**Run 1: met1 routing**

Bar = 50 µm. Supply wires on this layer in gray.
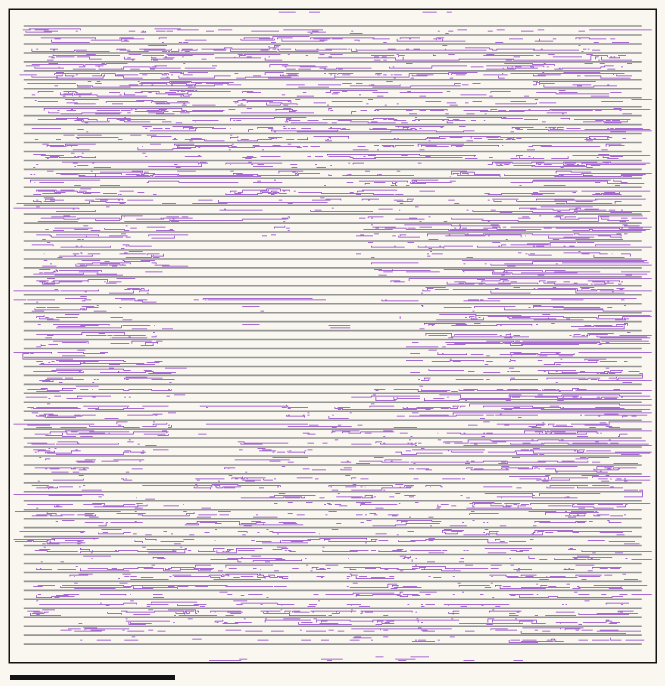
**Run 1: met2 routing**

Cells faint in the background.
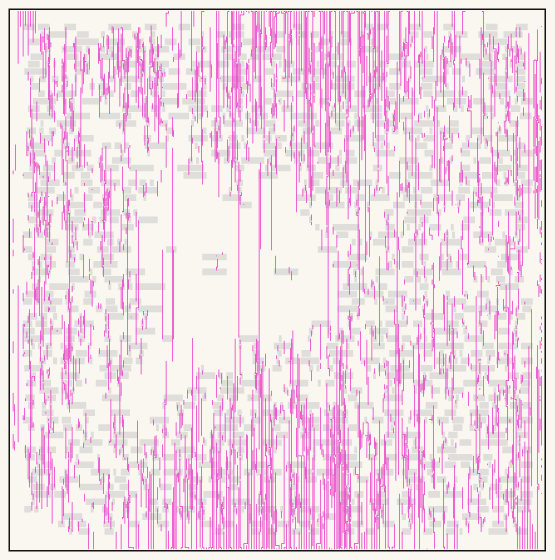
**Run 1: met3 routing**

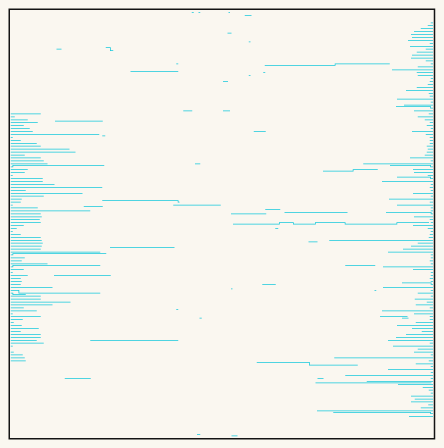
==> config.mk <==
export PLATFORM = sky130hd
export DESIGN_NAME = alu_issue_ctrl
export DESIGN_NICKNAME = d
export VERILOG_FILES = /design/src/rtl/alu_issue_ctrl.sv
export SDC_FILE = /design/constraint.sdc
export NUM_CORES = 1
export LEC_CHECK = 0
export CAP_MARGIN = 20
export CELL_PAD_IN_SITES_DETAIL_PLACEMENT = 1
export CELL_PAD_IN_SITES_GLOBAL_PLACEMENT = 1
export CORE_AREA = 4 4 192 194
export DETAILED_ROUTE_END_ITERATION = 12
export DIE_AREA = 0 0 196 198
export GPL_TIMING_DRIVEN = 0
export PLACE_DENSITY_LB_ADDON = 0.1
export REMOVE_ABC_BUFFERS = 1
export SKIP_CTS_REPAIR_TIMING = 1
export SLEW_MARGIN = 5
export SYNTH_ARGS = -nofsm -noshare
export SYNTH_HDL_FRONTEND = slang
export SYNTH_SLANG_ARGS = --single-unit
==> constraint.sdc <==
create_clock -name clk -period 1.8 [get_ports clk]
set_input_delay 0.36 -clock clk [delete_from_list [all_inputs] [get_ports clk]]
set_output_delay 0.36 -clock clk [all_outputs]
set_load 0.01 [all_outputs]
==> out/qor.csv, run 1 <==
metric,value,unit
p_total,0.01256,W
numCtsBuffers,28,
slew_headroom,0.4605,
fin_crit,1.752,ns
ff_type,dfxtp_1,
netlist_instances,978,
fp_util,0.2264,
grt_max_degree,112,
n_fill_cell,4033,
numPortBuffers,418,
rows,69,
ir_drop,0.0006298,V
timing.hold.ws,0.2813,ns
r2r_setup_slack,0.06,ns
syn_area_per_cell,8.155,µm²
cp.required,2.26,ns
pwr-share-comb,0.142,
clock-sinks,217,
comb_cell_power,0.00179,W
hold_viol,0,
firstDrtPassIters,4,
synthTopLogicFamily,simple AND/OR/NAND/NOR gates,
critPathBufInv,2,
mostFrequentLayoutCells,"265 x nand2_1, 214 x dlymetal6s2s_1, 208 x a21oi_1",
postLayoutCoreUtil,0.4066,
grt_antenna_before_repair,2,
gp_congestion,0.7849,
setup-tns-final,0,ns
clockPowerShare,0.444,
p_seq_frac,0.413,
cpPeakStageDelay,0.50,ns
powerDensity,877.1,nW/µm²
grt.overflow.total,0,
placed_area,12550,µm²
die_h,198,µm
critPathMaxFanout,9,
drv_cap,0,
synth_adder_area_share,0.001569,
start_kind,primary input,
highest_layer,met5,
synth-edff-count,0,
leakage,8.502,nW
grt_pass1_wl,49.99,mm
rsz0062_at_grt,yes,
cts.clk_slew.worst_paths,0.06,ns
post-route-drc-count,0,
power.internal,0.009436,W
die_area,38810,µm²
synth_area,7975,µm²
die_w,196,µm
synthArstFlopShare,0,
stdcell_area,14320,µm²
worst_path_max_delay_cell,clkdlybuf4s50_1,
tool_warnings,95,
synth_stat.cells,978,
status,"finished, final reports clean",
dp_slack,-1.173,ns
synth.distinct_cells,39,
final_common_cell,nand2_1,
hpwl,23.35,mm
wl_met2,17.17,mm
post_drt_wl_per_cell,19.43,µm
final_cells,1856,
compound_area_frac,0.1421,
path_depth,7,
insertion_delay,0.54,ns
viasPerCell,4.473,
top_power_group,the clock network,
cp_cell_sequence,clkdlybuf4s50_1 -> or2_1 -> a221o_2 -> nand4b_4 -> buf_4 -> or3_1 -> a21oi_1,
area_growth,79.57,%
seq-power,0.00519,W
fmax,0.5707,GHz
critPathTopFamily,buffers and inverters,
setup_slack,0.04785,ns
yosysWarnings,0,
ys.flops,217,
cts_tree,yes,
io_pins,482,
drive_above_1_share,0.06246,
dp_cells,1786,
htreeDepth,1,
finalCritPeriodShare,0.9734,
core_area,35220,µm²
cts_root_buf,clkbuf_16,
simple_gate_share,0.2584,
drt-initial-drc-count,217,
r2r_cells,7,
fin_skew,0.01274,ns
synthMuxAreaShare,0.003922,
tightest_slew,0.8093,ns
seq_area_frac_synth,0.5447,
slew_viol_final,0,
grt_usage,0.1609,
yosys_area,7975,µm²
synth-xor-area-share,0.005491,
cts_max_path_buffers,3,
power.switching,0.003125,W
antenna_left,0,
m1WireLength,15.10,mm
p_sw_frac,0.2488,
end_kind,register,
nNetsFinal,1638,
crit_arrival,2.21,ns
hold_depth,2,
grt_most_used_layer,met2,
setup_viol,0,
crit_type,primary input to register,
dr_wl_met3,2.874,mm
hold_path_class,primary input to register,
clk-power,0.00558,W
grt_pass1_vias,8351,
## Picture notes: 'met1 routing'
nets with wire on the layer = 1450
longest straight run = 73.6 µm
wire length on this layer = 15100 µm
share of all routed wire = 42%
Vias: 8302
met1 usage: 0.1932

## Picture notes: 'met2 routing'
main direction = vertical
wire length on this layer = 17200 µm
GR Util met2: 0.2733
Routed WL: 36.07 mm

## Picture notes: 'met3 routing'
main direction = horizontal
wire length on this layer = 2870 µm
share of all routed wire = 8.0%
met3 Use GR: 0.06211

## run 1: area by class of cell
class	count	area [µm²]	share of cell area
Sequential cell	217	4372	0.3053
Tap cell	461	576.8	0.04028
Timing Repair Buffer	432	4969	0.3469
Clock buffer	46	829.5	0.05792
Inverter	3	11.26	0.0007863
Clock inverter	6	83.83	0.005854
Multi-Input combinational cell	689	3475	0.2426
Antenna cell	2	5.005	0.0003495
## run 1: cells in the mapped netlist (3+ instances only)
cell,n,area [µm²]
o21ai_1,8,40.04
or3_1,8,50.05
xor2_1,5,43.79
clkbuf_1,51,191.4
nand3_1,7,35.03
nor2_1,79,296.5
nor3b_1,64,480.5
nand2b_1,3,18.77
nand4_1,5,31.28
nand2_1,267,1002
inv_1,3,11.26
dfxtp_1,217,4344
buf_1,3,11.26
buf_2,20,100.1
a21oi_1,208,1041
--- run 2 (diff from run 1) ---
Settings changed: ABC_AREA from default to 1, CORE_AREA 4 4 192 194 to 4 4 191 193, DIE_AREA 0 0 196 198 to 0 0 195 197.
Clock period 1.8 ns to 1.43 ns, I/O delays scaled along.
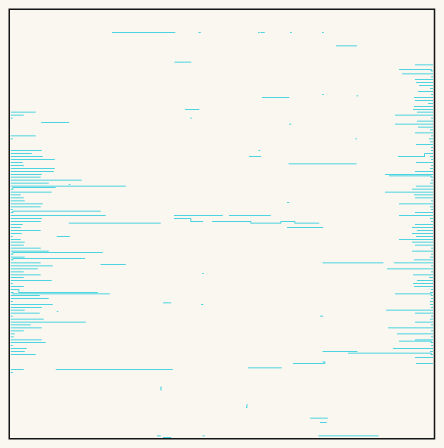
**Above:** run 2 (met3 routing).
nets with wire on the layer = 193
longest straight run = 53.6 µm
wire length on this layer = 2250 µm
Vias: 8295
met3 Use GR: 0.04735
Routed WL: 35.76 mm

==> out/qor.csv, run 2 <==
metric,value,unit,change
synth.distinct_cells,30,,-23%
cts_root_buf,clkbuf_16,,
common_cells,"344 x nor2_1, 217 x dfxtp_1, 134 x o21ai_0",,
firstDrtPassIters,4,,unchanged
r2r_setup_slack,0.02,ns,-0.04 ns
critPathTopFamily,flip-flops,,
antenna_left,0,,unchanged
tightest_slew,0.7125,ns,-0.09681 ns
io_pins,482,,unchanged
yosysWarnings,0,,unchanged
hold_depth,2,,unchanged
htreeDepth,1,,unchanged
compound_area_frac,0.1648,,+0.02266
path_depth,2,,-5
setup-tns-final,-0.09862,ns,-0.09862 ns
numPortBuffers,418,,unchanged
hpwl,23.04,mm,-1.3%
synth-xor-area-share,0.004420,,-0.001071
timing.hold.ws,0.2097,ns,-0.07167 ns
fp_util,0.2295,,+0.003049
synth-edff-count,0,,unchanged
yosysTopAreaCell,dfxtp_1,,
synth_adder_area_share,0.001579,,+0.000009658
grt_usage,0.1581,,-0.002834
end_kind,output pin,,
crit_arrival,1.24,ns,-0.97 ns
ff_type,dfxtp_1,,
ys.flops,217,,unchanged
die_h,197,µm,-0.51%
seq_area_frac_synth,0.5481,,+0.003353
grt_max_degree,101,,-9.8%
mostFrequentLayoutCells,"337 x nor2_1, 203 x dlymetal6s2s_1, 200 x dfxtp_1, 200 x clkdlybuf4s50_1, 94 x o21ai_0",,
violations,negative setup slack,,
dp_cells,1797,,+0.62%
simple_gate_share,0.2320,,-0.02635
cp.required,1.14,ns,-1.12 ns
post_drt_wl_per_cell,18.97,µm,-2.4%
crit_type,register to output pin,,
worst_path_max_delay_cell,dfxtp_4,,
topCellsByArea,"dfxtp_1 55%, nor2_1 16%, o21ai_0 8.5%, a22oi_1 6.1%, nand2_1 2.9%",,
highest_layer,met5,,
post-route-drc-count,0,,unchanged
numCtsBuffers,28,,unchanged
tool_warnings,90,,-5.3%
slew_viol_final,0,,unchanged
ir_drop,0.0009016,V,+43%
grt_most_used_layer,met2,,
finalCritPeriodShare,1.069,,
cts_tree,yes,,
fin_crit,1.529,ns,
stdcell_area,14620,µm²,+2.1%
clock-sinks,217,,unchanged
powerDensity,1107,nW/µm²,+26%
netlist.area_leader.share,0.5481,,+0.003353
critPathMaxFanout,5,,-4
synth_area,7926,µm²,-0.61%
yosys_area,7926,µm²,-0.61%
grt_pass1_vias,8111,,-2.9%
slew_headroom,0.5242,,+0.06376
fmax,0.6542,GHz,
viasPerCell,4.401,,-1.6%
dr_wl_met3,2.249,mm,-22%
grt_antenna_before_repair,6,,+4
hold_path_class,primary input to register,,
synthTopLogicFamily,simple AND/OR/NAND/NOR gates,,
r2r_cells,10,,+3
synth_top_cell_by_count,nor2_1,,
rsz0062_at_grt,yes,,
n_fill_cell,3978,,-1.4%
postLayoutCoreUtil,0.4233,,+0.01674
gp_congestion,0.7504,,-4.4%
critPathBufInv,1,,-1
placed_area,12570,µm²,+0.10%
core_area,34540,µm²,-1.9%
grtUsageMet1,0.1859,,-0.007315
m1WireLength,14.74,mm,-2.4%
grt.overflow.total,0,,unchanged
netlist_instances,986,,+0.82%
leakage,8.546,nW,+0.51%
cp_cell_sequence,nand3_4 -> buf_6,,
rows,68,,-1.4%
area_growth,84.48,%,
nNetsFinal,1673,,+2.1%
p_total,0.01619,W,+29%
setup_viol,1,,+1
start_kind,register,,
die_w,195,µm,-0.51%
insertion_delay,0.52,ns,-0.02 ns
die_area,38420,µm²,-1.0%
wl_met2,17.95,mm,+4.5%
syn_area_per_cell,8.039,µm²,-1.4%
hold_viol,0,,unchanged
drive_above_1_share,0.1214,,+0.05895
grt_pass1_wl,48.49,mm,-3.0%
cpPeakStageDelay,0.40,ns,-0.10 ns
status,"finished, violations left",,
final_common_cell,nor2_1,,
final_cells,1885,,+1.6%
synthArstFlopShare,0,,unchanged
dp_slack,-1.285,ns,-0.1121 ns
setup_slack,-0.09862,ns,-0.1465 ns
cts.clk_slew.worst_paths,0.05,ns,about the same
synthMuxAreaShare,0,,-0.003922
synth_stat.cells,986,,+0.82%
drt-initial-drc-count,305,,+41%
fin_skew,0.006548,ns,-0.006189 ns
drv_cap,0,,unchanged
cts_max_path_buffers,3,,unchanged
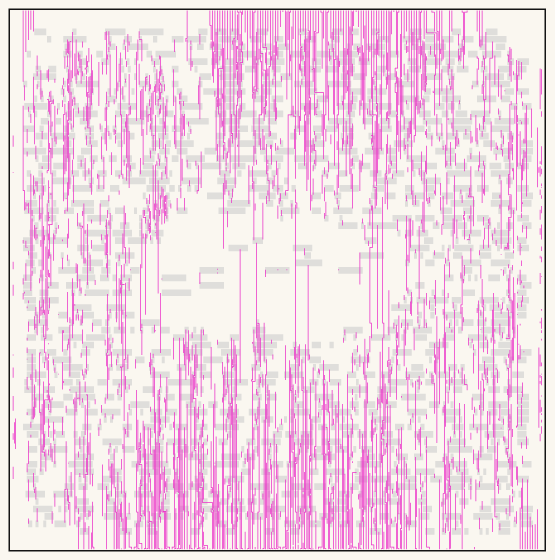
**Above:** run 2 (met2 routing).
Cells faint in the background.
wire length on this layer = 17900 µm
nets with wire on the layer = 1374
main direction = vertical
GR Util met2: 0.2799

-- run 2: cell count changes in the layout (fill, tap and decap cells not counted), moves of 15 or more --
cell / delta
inv_1: +15
nor2_1: +258
a21oi_1: -198
a22oi_1: +64
o21ai_1: +30
nor3b_1: -64
o21ai_0: +92
nand2_1: -213
-- run 2: cell type report --
class	instances	area (µm²)	share of cell area
multi-input cells	686	3507	0.2398
flip-flops and latches	217	4395	0.3006
diodes	5	12.51	0.0008557
repair buffers	451	5106	0.3492
clock buffers	47	863.3	0.05904
inverters	22	108.9	0.007444
clock inverters	2	60.06	0.004107
well taps	455	569.3	0.03893
-- run 2: power breakdown --
part	switching [W]	internal, W
registers	0.000183	0.00640
logic	0.00118	0.00137
clock network	0.00264	0.00441
total	0.00400	0.0122
Power is estimated from default activity; no workload was simulated.
